<file path="src/rtl/id_stage_pipe_pkg.sv">
// Shared ISA codes, control bundle and decode helpers for the ID stage.
// Latency: none, all items are constants or pure combinational functions.
// Backpressure: not applicable.
package id_stage_pipe_pkg;

  // Opcodes, instr[15:12]
  localparam logic [3:0] OP_RTYPE = 4'h0;
  localparam logic [3:0] OP_ADDI  = 4'h1;
  localparam logic [3:0] OP_LW    = 4'h2;
  localparam logic [3:0] OP_SW    = 4'h3;
  localparam logic [3:0] OP_BEQ   = 4'h4;
  localparam logic [3:0] OP_BNE   = 4'h5;
  localparam logic [3:0] OP_JMP   = 4'h6;
  localparam logic [3:0] OP_JAL   = 4'h7;
  localparam logic [3:0] OP_JR    = 4'h8;
  localparam logic [3:0] OP_ANDI  = 4'h9;
  localparam logic [3:0] OP_ORI   = 4'hA;

  // ALU operations; R-type funct values map directly onto codes 0..7
  localparam logic [3:0] ALU_ADD  = 4'd0;
  localparam logic [3:0] ALU_SUB  = 4'd1;
  localparam logic [3:0] ALU_AND  = 4'd2;
  localparam logic [3:0] ALU_OR   = 4'd3;
  localparam logic [3:0] ALU_XOR  = 4'd4;
  localparam logic [3:0] ALU_SLT  = 4'd5;
  localparam logic [3:0] ALU_SLL  = 4'd6;
  localparam logic [3:0] ALU_SRL  = 4'd7;

  // Destination register select
  localparam logic [1:0] RDST_RT   = 2'd0;
  localparam logic [1:0] RDST_RD   = 2'd1;
  localparam logic [1:0] RDST_LINK = 2'd2;

  localparam logic [2:0] REG_LINK = 3'd7;

  typedef struct packed {
    logic [3:0] op;
    logic [2:0] rs;
    logic [2:0] rt;
    logic [2:0] rd;
    logic [2:0] funct;
    logic [5:0] imm;
  } fields_t;

  typedef struct packed {
    logic       reg_write;
    logic       mem_read;
    logic       mem_write;
    logic       mem_to_reg;
    logic       alu_src;
    logic       branch;
    logic       branch_ne;
    logic       jump;
    logic       jump_reg;
    logic       link;
    logic [3:0] alu_op;
    logic [1:0] reg_dst;
  } ctrl_t;

  // Split an instruction into its (overlapping) fields
  function automatic fields_t instruction_decoder(input logic [15:0] instr);
    fields_t f;
    f.op    = instr[15:12];
    f.rs    = instr[11:9];
    f.rt    = instr[8:6];
    f.rd    = instr[5:3];
    f.funct = instr[2:0];
    f.imm   = instr[5:0];
    return f;
  endfunction

  // Main control decode; unknown opcodes decode as a no-op
  function automatic ctrl_t control_unit(input logic [3:0] op, input logic [2:0] funct);
    ctrl_t c;
    c = '0;
    case (op)
      OP_RTYPE: begin
        c.reg_write = 1'b1;
        c.reg_dst   = RDST_RD;
        c.alu_op    = {1'b0, funct};
      end
      OP_ADDI: begin
        c.reg_write = 1'b1;
        c.alu_src   = 1'b1;
        c.alu_op    = ALU_ADD;
      end
      OP_ANDI: begin
        c.reg_write = 1'b1;
        c.alu_src   = 1'b1;
        c.alu_op    = ALU_AND;
      end
      OP_ORI: begin
        c.reg_write = 1'b1;
        c.alu_src   = 1'b1;
        c.alu_op    = ALU_OR;
      end
      OP_LW: begin
        c.reg_write  = 1'b1;
        c.mem_read   = 1'b1;
        c.mem_to_reg = 1'b1;
        c.alu_src    = 1'b1;
        c.alu_op     = ALU_ADD;
      end
      OP_SW: begin
        c.mem_write = 1'b1;
        c.alu_src   = 1'b1;
        c.alu_op    = ALU_ADD;
      end
      OP_BEQ: begin
        c.branch = 1'b1;
        c.alu_op = ALU_SUB;
      end
      OP_BNE: begin
        c.branch    = 1'b1;
        c.branch_ne = 1'b1;
        c.alu_op    = ALU_SUB;
      end
      OP_JMP: c.jump = 1'b1;
      OP_JAL: begin
        c.jump      = 1'b1;
        c.link      = 1'b1;
        c.reg_write = 1'b1;
        c.reg_dst   = RDST_LINK;
      end
      OP_JR:   c.jump_reg = 1'b1;
      default: c = '0;
    endcase
    return c;
  endfunction

endpackage

</file>
<file path="src/rtl/id_stage_pipe_regfile_bypass.sv">
// 8 x XLEN register file, two combinational read ports with write-back bypass.
// Latency: reads 0 cycles; write lands on the rising edge.
// Backpressure: none, a write is accepted every cycle it is enabled.
module id_stage_pipe_regfile_bypass #(
  parameter int XLEN    = 16,
  parameter int R0_ZERO = 1
) (
  input  logic            clk,
  input  logic            rst,
  input  logic            wr_en,
  input  logic [2:0]      wr_addr,
  input  logic [XLEN-1:0] wr_dat,
  input  logic [2:0]      rd_addr1,
  input  logic [2:0]      rd_addr2,
  output logic [XLEN-1:0] rd_dat1,
  output logic [XLEN-1:0] rd_dat2
);

  logic [XLEN-1:0] mem [8];
  logic            wr_blocked;

  assign wr_blocked = (R0_ZERO != 0) && (wr_addr == 3'd0);

  // Storage: cleared on reset, written when write-back is enabled (r0 kept at 0 when hardwired)
  always_ff @(posedge clk) begin
    if (rst) begin
      for (int i = 0; i < 8; i++) mem[i] <= '0;
    end else if (wr_en && !wr_blocked) begin
      mem[wr_addr] <= wr_dat;
    end
  end

  // Read ports: hardwired r0 beats bypass, bypass beats stored value
  always_comb begin
    rd_dat1 = mem[rd_addr1];
    rd_dat2 = mem[rd_addr2];
    if (wr_en && wr_addr == rd_addr1) rd_dat1 = wr_dat;
    if (wr_en && wr_addr == rd_addr2) rd_dat2 = wr_dat;
    if (R0_ZERO != 0 && rd_addr1 == 3'd0) rd_dat1 = '0;
    if (R0_ZERO != 0 && rd_addr2 == 3'd0) rd_dat2 = '0;
  end

endmodule

</file>
<file path="src/rtl/id_stage_pipe.sv">
// Decode stage: decodes if_instr, reads operands, drives the ID/EX register with hazard bubbles.
// Latency: 1 cycle from if_instr to id_* outputs.
// Backpressure: ex_stall holds ID/EX and raises stall_req; load-use inserts a bubble and stalls IF.
module id_stage_pipe
  import id_stage_pipe_pkg::*;
#(
  parameter int XLEN       = 16,
  parameter int IMM_SIGNED = 1,
  parameter int R0_ZERO    = 1,
  parameter int HAZARD_EN  = 1,
  parameter int CNT_W      = 16
) (
  input  logic             clk,
  input  logic             rst,
  input  logic             if_valid,
  input  logic [15:0]      if_instr,
  input  logic [XLEN-1:0]  if_pc,
  input  logic             ex_stall,
  input  logic             flush,
  input  logic             wb_reg_write,
  input  logic [2:0]       wb_write_reg,
  input  logic [XLEN-1:0]  wb_write_data,
  output logic             stall_req,
  output logic             id_valid,
  output logic [XLEN-1:0]  id_pc,
  output logic [2:0]       id_rs,
  output logic [2:0]       id_rt,
  output logic [2:0]       id_rd,
  output logic [XLEN-1:0]  id_imm,
  output logic [XLEN-1:0]  id_reg1,
  output logic [XLEN-1:0]  id_reg2,
  output logic             id_reg_write,
  output logic             id_mem_read,
  output logic             id_mem_write,
  output logic             id_mem_to_reg,
  output logic             id_alu_src,
  output logic             id_branch,
  output logic             id_branch_ne,
  output logic             id_jump,
  output logic             id_jump_reg,
  output logic             id_link,
  output logic [3:0]       id_alu_op,
  output logic [1:0]       id_reg_dst,
  output logic [CNT_W-1:0] hazard_cnt
);

  fields_t         dec;
  ctrl_t           dec_ctrl;
  ctrl_t           id_ctrl;
  logic [XLEN-1:0] imm_ext;
  logic [XLEN-1:0] rd_dat1;
  logic [XLEN-1:0] rd_dat2;
  logic [2:0]      id_write_reg;
  logic            id_write_r0;
  logic            load_use;

  assign dec      = instruction_decoder(if_instr);
  assign dec_ctrl = control_unit(dec.op, dec.funct);
  assign imm_ext  = (IMM_SIGNED != 0) ? {{(XLEN-6){dec.imm[5]}}, dec.imm}
                                      : {{(XLEN-6){1'b0}}, dec.imm};

  id_stage_pipe_regfile_bypass #(
    .XLEN    (XLEN),
    .R0_ZERO (R0_ZERO)
  ) u_regfile (
    .clk      (clk),
    .rst      (rst),
    .wr_en    (wb_reg_write),
    .wr_addr  (wb_write_reg),
    .wr_dat   (wb_write_data),
    .rd_addr1 (dec.rs),
    .rd_addr2 (dec.rt),
    .rd_dat1  (rd_dat1),
    .rd_dat2  (rd_dat2)
  );

  // Destination of the instruction now in ID/EX, used to spot a load feeding the next instruction
  always_comb begin
    case (id_ctrl.reg_dst)
      RDST_RD:   id_write_reg = id_rd;
      RDST_LINK: id_write_reg = REG_LINK;
      default:   id_write_reg = id_rt;
    endcase
  end

  assign id_write_r0 = (R0_ZERO != 0) && (id_write_reg == 3'd0);
  assign load_use    = (HAZARD_EN != 0) && id_valid && id_ctrl.mem_read && if_valid &&
                       !id_write_r0 && ((id_write_reg == dec.rs) || (id_write_reg == dec.rt));

  // A flush redirects IF anyway, so it never asks IF to hold
  assign stall_req = !rst && !flush && (ex_stall || load_use);

  // ID/EX register: reset > flush > downstream stall > load-use bubble > normal advance
  always_ff @(posedge clk) begin
    if (rst) begin
      id_valid <= 1'b0;
      id_pc    <= '0;
      id_rs    <= '0;
      id_rt    <= '0;
      id_rd    <= '0;
      id_imm   <= '0;
      id_reg1  <= '0;
      id_reg2  <= '0;
      id_ctrl  <= '0;
    end else if (flush) begin
      id_valid <= 1'b0;
      id_ctrl  <= '0;
    end else if (!ex_stall) begin
      id_pc   <= if_pc;
      id_rs   <= dec.rs;
      id_rt   <= dec.rt;
      id_rd   <= dec.rd;
      id_imm  <= imm_ext;
      id_reg1 <= rd_dat1;
      id_reg2 <= rd_dat2;
      if (load_use) begin
        id_valid <= 1'b0;
        id_ctrl  <= '0;
      end else begin
        id_valid <= if_valid;
        id_ctrl  <= if_valid ? dec_ctrl : '0;
      end
    end
  end

  // Count inserted load-use bubbles, sticking at all-ones
  always_ff @(posedge clk) begin
    if (rst) begin
      hazard_cnt <= '0;
    end else if (!flush && !ex_stall && load_use && !(&hazard_cnt)) begin
      hazard_cnt <= hazard_cnt + CNT_W'(1);
    end
  end

  assign id_reg_write  = id_ctrl.reg_write;
  assign id_mem_read   = id_ctrl.mem_read;
  assign id_mem_write  = id_ctrl.mem_write;
  assign id_mem_to_reg = id_ctrl.mem_to_reg;
  assign id_alu_src    = id_ctrl.alu_src;
  assign id_branch     = id_ctrl.branch;
  assign id_branch_ne  = id_ctrl.branch_ne;
  assign id_jump       = id_ctrl.jump;
  assign id_jump_reg   = id_ctrl.jump_reg;
  assign id_link       = id_ctrl.link;
  assign id_alu_op     = id_ctrl.alu_op;
  assign id_reg_dst    = id_ctrl.reg_dst;

endmodule

</file>
<file path="config.mk">
export PLATFORM = sky130hd
export DESIGN_NAME = id_stage_pipe
export DESIGN_NICKNAME = d
export VERILOG_FILES = /design/src/rtl/id_stage_pipe_pkg.sv /design/src/rtl/id_stage_pipe_regfile_bypass.sv /design/src/rtl/id_stage_pipe.sv
export SDC_FILE = /design/constraint.sdc
export NUM_CORES = 1
export LEC_CHECK = 0
export ABC_AREA = 1
export CORE_MARGIN = 5
export CORE_UTILIZATION = 57
export CTS_BUF_LIST = sky130_fd_sc_hd__clkbuf_8
export CTS_CLUSTER_SIZE = 20
export DETAILED_ROUTE_END_ITERATION = 6
export PLACE_DENSITY = 0.82
export SLEW_MARGIN = 30
export SYNTH_ARGS = -nofsm -noshare
export SYNTH_HDL_FRONTEND = slang
export SYNTH_SLANG_ARGS = --single-unit
</file>
<file path="constraint.sdc">
create_clock -name clk -period 2 [get_ports clk]
set_input_delay 0.2 -clock clk [delete_from_list [all_inputs] [get_ports clk]]
set_output_delay 0.2 -clock clk [all_outputs]
set_load 0.01 [all_outputs]
</file>
==> notes.md <==
Implementation progress

The iteration tally of the first detailed-router pass stands at 5. The worst pin sits at a relative slew slack of 0.553. On the critical path, the stage with the largest delay is an instance of dfxtp_2. Using the TritonRoute via totals, the vias-per-cell ratio works out to 5.75. The proportion of power drawn by flip-flops and latches stands at 0.473.

For the pin with the worst max-slew slack, the measured transition is 670 ps. The DRC marker count from the first detailed-route iteration stands at 1,212. The longest clock path from root to sink contains 3 buffers.

The switching part of the total stands at 0.271. Setup repair after global routing could not meet its margin everywhere. The synthesis stats list as the most numerous cell nand2_1. Per the summary, power density relative to cell area is 760 mW/mm2. Recorded from the global router log, the overflow total was 0.

The critical-path maximum fanout stands at 4. The commonest cells after synthesis are nand2_1 (266), nor2_1 (247), edfxtp_1 (128). The reg2reg setup slack stands at -40 ps. Setup slack on the critical path of the routed design comes to -300 ps. The vertical extent of the die stands at 150 um. The CTS sink count stands at 218. Buffers placed on the I/O ports in this run total 162.

The global-route usage over all layers stands at 0.306. The detail route stage leaves a number of antenna-violating nets equal to 0. The first-pass GRT wire length stands at 54.3 mm. In the finished design, the share of the clock period the worst path needs comes to 1.15. The final core utilization stands at 0.735. Synthesis inferred 218 register bits. The tool flagged a number of max-cap violations equal to 0. The total count of max-transition violations in the final report stands at 0. The clock tree skew after final layout stands at 21.9 ps. The largest net degree at the start of global routing stands at 59.

STA classifies the critical path startpoint as a flop. Per the CTS log, the root buffer master is clkbuf_8. The checks that failed: setup timing. The path with the worst hold slack has its endpoint at id_pc[15]$_SDFFE_PP0P_. The floorplan has 51 rows.

The final estimated routing congestion in global placement stands at 0.939. The half-perimeter wire length of the detailed placement result stands at 24.3 mm. Per STA, the worst path is made up of inv_2 -> ha_4 -> nor2_4 -> nand2_2 -> buf_4 -> nand3_1 -> nand2_1 -> nand3_2 -> nand2_4 -> nand2_4 -> a21oi_4 -> buf_6. The layout-stage area growth over the synthesis result stands at 27.4%. Dividing the synthesized area by the synthesized cell count gives 8.01 um2. The register with the most flip-flops in the layout has 128 of them. The data arrival at the endpoint of the critical path stands at 2100 ps. The area share of the leading cell type in the synthesized netlist stands at 0.343. The number of enable-type register cells in the synthesized netlist stands at 128. The count of endpoints failing setup in the final report stands at 3. The number of buffers and inverters on the critical path is 3. The CTS H-tree depth stands at 2. The number of antenna violations at the first check in global routing stands at 0. The final layout contains 1,653 nets. The synthesis report lists the most area-consuming cells as edfxtp_1 (34%), dfxtp_1 (16%), nand2_1 (8.9%).

The flow ran to the end, but the final reports show violations. Clock-pin slew was measured on the worst setup and hold paths at 60 ps. The script logs the mean routed wire length per placed instance as 18.5 um.

Counting flops per register, the top entry is u_regfile.mem. The data required time at the worst endpoint stands at 1800 ps. The async set or reset register ratio after synthesis stands at 0.

In this run the standard cell core region covers 0.0194 mm2. According to the floorplan report, the total die area is 0.0225 mm2.
## worst max path at each step
stage / start / end / slack (ps) / cells past startpoint
2_1_floorplan: id_link$_SDFFE_PN0N_ / stall_req / 20 / 12
3_3_place_gp: id_link$_SDFFE_PN0N_ / stall_req / -280 / 12
4_1_cts: id_link$_SDFFE_PN0N_ / stall_req / -330 / 12
6_report: id_link$_SDFFE_PN0N_ / stall_req / -300 / 12
3_5_place_dp: id_link$_SDFFE_PN0N_ / stall_req / -310 / 12
5_1_grt: id_link$_SDFFE_PN0N_ / stall_req / -390 / 12
## area by class of cell
class                           count  area (um2)
Sequential cell                   218        5650
Fill cell                        1495        5140
Multi-Input combinational cell    978        4660
Timing Repair Buffer              247        2440
Clock buffer                       43         592
Inverter                          109         412
Tap cell                          265         332
Clock inverter                     25         166
## repair_timing
item	in CTS	in global routing
pin swaps	10	8
endpoints found under the setup margin	17	14
hold buffers	1	0
gates resized	12	1
endpoints found under the hold margin	2	0
setup buffers	1	1
## stage by stage
step | power, mW | area [um2] | hold slack [ps] | setup slack [ps] | cells
6_report | 10.8 | 14300 | 242 | -300 | 1885
5_1_grt | 11.2 | 14300 | 248 | -390 | 1885
4_1_cts | 10.8 | 14300 | 215 | -329 | 1885
3_5_place_dp | 6.78 | 13500 | 433 | -306 | 1816
3_3_place_gp | 6.74 | 13500 | 423 | -283 | 1816
2_1_floorplan | 6.05 | 11300 | 335 | 18.4 | 1413
## worst reg2reg max path, cell delays in order (launching register included)
cell     delay [ps]
dfxtp_2         350
inv_2            50
ha_4            290
nor2_4           50
nand2_2          70
buf_4           110
nand3_1          50
nand2_1          90
nand3_2          90
nand2_4         100
buf_4           250
nand4_4         190
a21oi_1         190
nor2_1           70
## power groups by stage
stage	Sequential [mW]	Combinational (mW)	Clock, mW
finish	5.13	1.61	4.09
global route	5.15	1.73	4.35
CTS	5.12	1.58	4.14
detailed placement	5.21	1.57	0
global placement	5.20	1.54	0
floorplan	5.23	0.822	0
## cells by family (layout without fill, tap and decap cells)
group	Yosys count	after routing	share of synthesized area
AOI/OAI and AO/OA	309	309	0.158
xor gates and xnor gates	1	1	0.000782
adders and majority gates	3	3	0.00335
buffers and inverters	217	424	0.0877
DFF	218	218	0.504
other	1	17	0.000335
and+or+nand+nor	648	648	0.246
## placed cells by master (no fill, tap or decap), drive strengths merged
cell type,synthesis,final
nand2,277,277
nor2,249,249
clkdlybuf4s50,0,159
edfxtp,128,128
a21oi,122,122
inv,109,121
dfxtp,90,90
o21ai,89,89
nand3,87,87
buf,74,87
clkbuf,34,43
a31oi,40,40
o211ai,34,34
nand4,27,27
conb,1,17
o21bai,12,12
clkinv,0,10
o22ai,6,6
a22oi,6,6
nor3,4,4
ha,3,3
or2,2,2
bufinv,0,2
or3,1,1
and3,1,1
xor2,1,1
clkinvlp,0,1
dlygate4sd3,0,1
## layer usage
layer | GRT usage | share of wire | vias up
li1 | - | - | 5074
met2 | 0.499 | 0.46 | 712
met1 | 0.408 | 0.38 | 4944
met4 | 0.101 | 0.030 | 0
met3 | 0.0686 | 0.13 | 102
met5 | 0 | 0 | -
### Close-up of the layout

Region (103, 28) to (123, 48) um. Cells in grey, sequential cells in the stronger grey; small squares are vias.
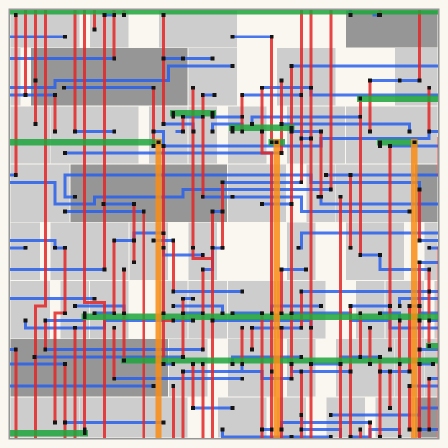
| layer | colour |
|---|---|
| metal 4 | orange |
| metal 1 | blue |
| metal 3 | green |
| metal 2 | red |
most frequent: a21oi_1 (7), nand2_1 (6), buf_4 (6)
cells with their middle in the window: 44
sequential cells in the window: 4

### Met4 routing

Drawn at 2 px/um.
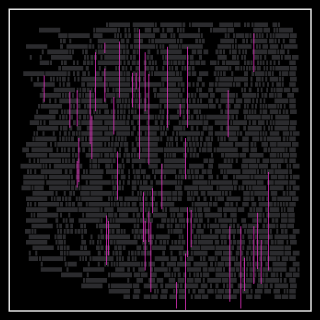
main direction: vertical
nets with wire on the layer: 33
share of all routed wire: 3.0%
wire length on this layer: 1,040 um
longest straight run: 64.6 um
total number of vias: 10,800
wirelength, routed: 34.9 mm

### Clock distribution

Drawn at 2 px/um.
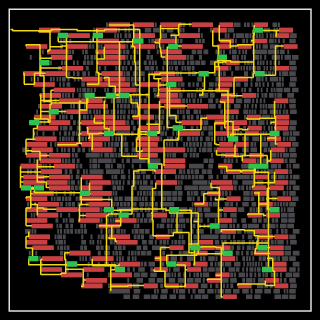
[clock drivers] green | count: 39
[flip-flops] red | count: 218
[clock wires] yellow | length: 2,890 um
flops lie: widely spread

Power is estimated from default activity; no workload was simulated.
